==> config.mk <==
export PLATFORM = sky130hd
export DESIGN_NAME = fifo_rr_arbiter
export DESIGN_NICKNAME = d
export VERILOG_FILES = /design/src/rtl/fifo_rr_arbiter.sv
export SDC_FILE = /design/constraint.sdc
export NUM_CORES = 1
export LEC_CHECK = 0
export CELL_PAD_IN_SITES_DETAIL_PLACEMENT = 1
export CELL_PAD_IN_SITES_GLOBAL_PLACEMENT = 1
export CORE_MARGIN = 4
export CORE_UTILIZATION = 24
export CTS_CLUSTER_SIZE = 25
export DETAILED_ROUTE_END_ITERATION = 8
export PLACE_DENSITY = 0.89
export SETUP_SLACK_MARGIN = 0.3
export SLEW_MARGIN = 40
export SYNTH_ARGS = -nofsm -noshare
export SYNTH_HDL_FRONTEND = slang
export SYNTH_SLANG_ARGS = --single-unit
==> constraint.sdc <==
create_clock -name i_clk -period 3 [get_ports i_clk]
set_clock_uncertainty 0.1 [all_clocks]
set_input_delay 0.6 -clock i_clk [delete_from_list [all_inputs] [get_ports i_clk]]
set_output_delay 0.6 -clock i_clk [all_outputs]
set_load 0.05 [all_outputs]
**Drive-strength map**

Scale bar: 20 µm.
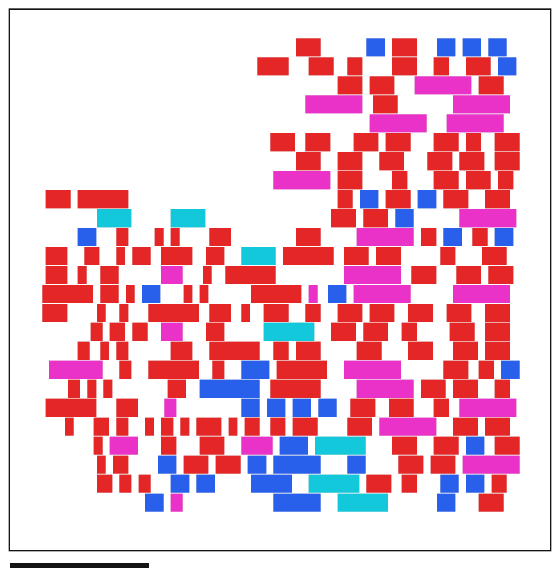
size	colour	cells
_3 and _4 cells	blue	34
_6 and larger	cyan	7
_0 and _1 cells	red	155
_2 cells	magenta	24
count of non-CTS buffers in the layout: 107
Worst Setup Slack, final: 0.4219 ns
synth-to-layout area growth: 98.92%
area of all placed cells without fillers: 2302 µm²

**Placed cells, one colour a class**

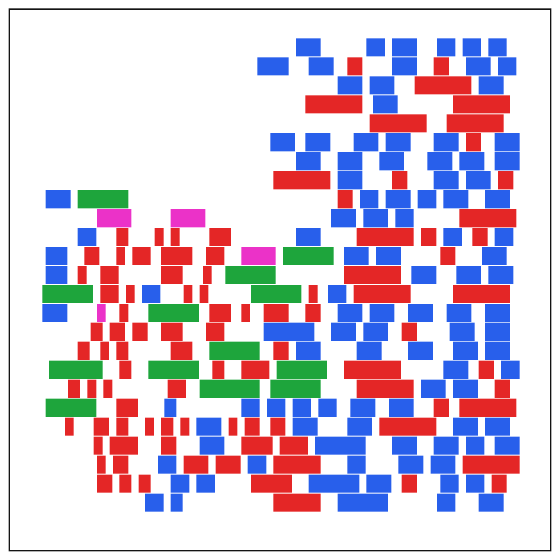
class	colour	cells	share of their area
clock drivers and dummy loads	magenta	4	2.0%
flops	green	13	12%
other buffers and delay cells	blue	107	46%
combinational and other logic	red	96	40%
Rows: 25
post-route core utilization: 49.07%
Seq area share: 11.52%
Core Region: 4692 µm²

**Clock routing**

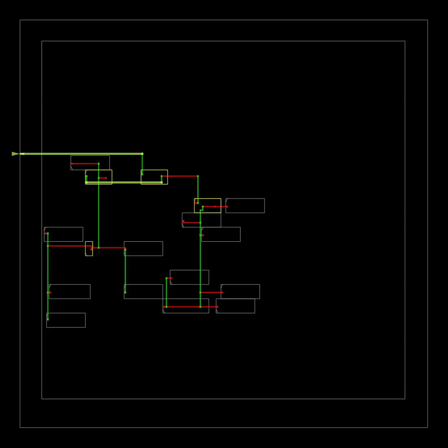
Late-Pin Clk Latency: 0.24 ns
TritonCTS sink count: 13
tally of clock buffers in the finished layout: 4
final sequential cell count: 13

==> results.rst <==
Run summary
-----------

.. list-table::
   :header-rows: 1

   * - Metric
     - Value
   * - Number of setup violations in the final report
     - 0
   * - Yosys-reported design area after synthesis
     - approximately 1200 µm²
   * - Avg Vias per Cell
     - about 5.0
   * - GRT Resource Usage Total
     - between 10% and 20%
   * - Starting Density
     - 24.67%
   * - Top area cell types
     - sky130_fd_sc_hd__mux4_2 31%, sky130_fd_sc_hd__dfxtp_1 22%, sky130_fd_sc_hd__and2_1 8.6%, sky130_fd_sc_hd__nand2_1 2.9%, sky130_fd_sc_hd__a21oi_1 2.6%
   * - Storage element area
     - 265.3 µm²
   * - Max Clk Rate
     - between 300 and 400 MHz
   * - Unrepaired setup endpoints after global routing
     - false
   * - Number of inserted filler cells in the final layout
     - around 520
   * - Global-route congestion overflow total
     - 0
   * - Post-detailed-route wirelength per cell
     - between 15 and 20 µm
   * - TNS Setup
     - 0 ns
   * - Horizontal die size
     - just under 80 µm
   * - First-pass DRT Iterations
     - 4
   * - Met3 global-route usage
     - 6.265%
   * - Met1 usage in global routing
     - 20.56%
   * - Minimum setup slack among reg-to-reg paths
     - about 1.2 ns
   * - Number of I/O pins
     - between 90 and 100
   * - Switching share of power
     - a little over a quarter
   * - Post-cts repair resize count
     - 8
   * - Leading cell types in the layout, fill and taps excluded
     - 68 x sky130_fd_sc_hd__clkdlybuf4s50_1, 28 x sky130_fd_sc_hd__buf_4, 16 x sky130_fd_sc_hd__mux4_2, 16 x sky130_fd_sc_hd__and2_1, 11 x sky130_fd_sc_hd__dfxtp_1
   * - Slew at the pin closest to its max-slew limit
     - 0.5049 ns
   * - Combinational group share of total power
     - 39.8%
   * - Count of input and output buffers
     - between 90 and 100
   * - Die Height
     - 77.45 µm
   * - Count of final hold-check violations
     - 0
   * - Vias in the first global route
     - roughly 1,500
   * - Overall die area
     - roughly 6000 µm²
   * - Fraction of layout instances using a drive strength above 1
     - 29.55%
   * - Number of pins with negative max-slew slack in the final report
     - 0
   * - Outcome
     - finished, final reports clean
   * - Critical-path cell list
     - clkdlybuf4s15_1 -> mux2i_1 -> a22oi_2 -> or3_4 -> inv_2 -> and3_4 -> buf_12
   * - Final non-clock buffer share
     - between 40 and 50%
   * - Synth Net Count
     - roughly 190
   * - Post-Synth Adder-Cell Area
     - 1.081%
   * - Leakage power summed over all cells
     - approximately 0.90 nW
   * - Hold Crit Depth
     - 1
[cell usage after synthesis]
cell type,number
sky130_fd_sc_hd__or3b_2,1
sky130_fd_sc_hd__and3_1,2
sky130_fd_sc_hd__o2111ai_1,1
sky130_fd_sc_hd__nand2b_1,1
sky130_fd_sc_hd__o21a_1,2
sky130_fd_sc_hd__nor4b_1,1
sky130_fd_sc_hd__inv_2,1
sky130_fd_sc_hd__mux2_2,1
sky130_fd_sc_hd__buf_6,2
sky130_fd_sc_hd__a211oi_1,1
sky130_fd_sc_hd__nor2b_1,4
sky130_fd_sc_hd__nand3_1,1
sky130_fd_sc_hd__dfxtp_1,13
sky130_fd_sc_hd__ha_1,1
sky130_fd_sc_hd__nand3b_1,1
sky130_fd_sc_hd__o311ai_0,1
sky130_fd_sc_hd__a22oi_2,1
sky130_fd_sc_hd__mux4_2,16
sky130_fd_sc_hd__nand4_1,1
sky130_fd_sc_hd__o21ai_0,2
sky130_fd_sc_hd__nand2_1,9
sky130_fd_sc_hd__nand4b_1,1
sky130_fd_sc_hd__a21o_1,1
sky130_fd_sc_hd__nor3_1,3
sky130_fd_sc_hd__nor3b_1,2
sky130_fd_sc_hd__clkbuf_1,4
sky130_fd_sc_hd__mux2i_1,3
sky130_fd_sc_hd__a31oi_1,2
sky130_fd_sc_hd__a21oi_1,6
sky130_fd_sc_hd__o22ai_1,1
sky130_fd_sc_hd__and2_1,16
sky130_fd_sc_hd__or3_1,1
sky130_fd_sc_hd__a31o_2,1
sky130_fd_sc_hd__buf_2,2
sky130_fd_sc_hd__inv_1,3
sky130_fd_sc_hd__o31ai_1,1
sky130_fd_sc_hd__nor2_1,7
Power is estimated from default activity; no workload was simulated.
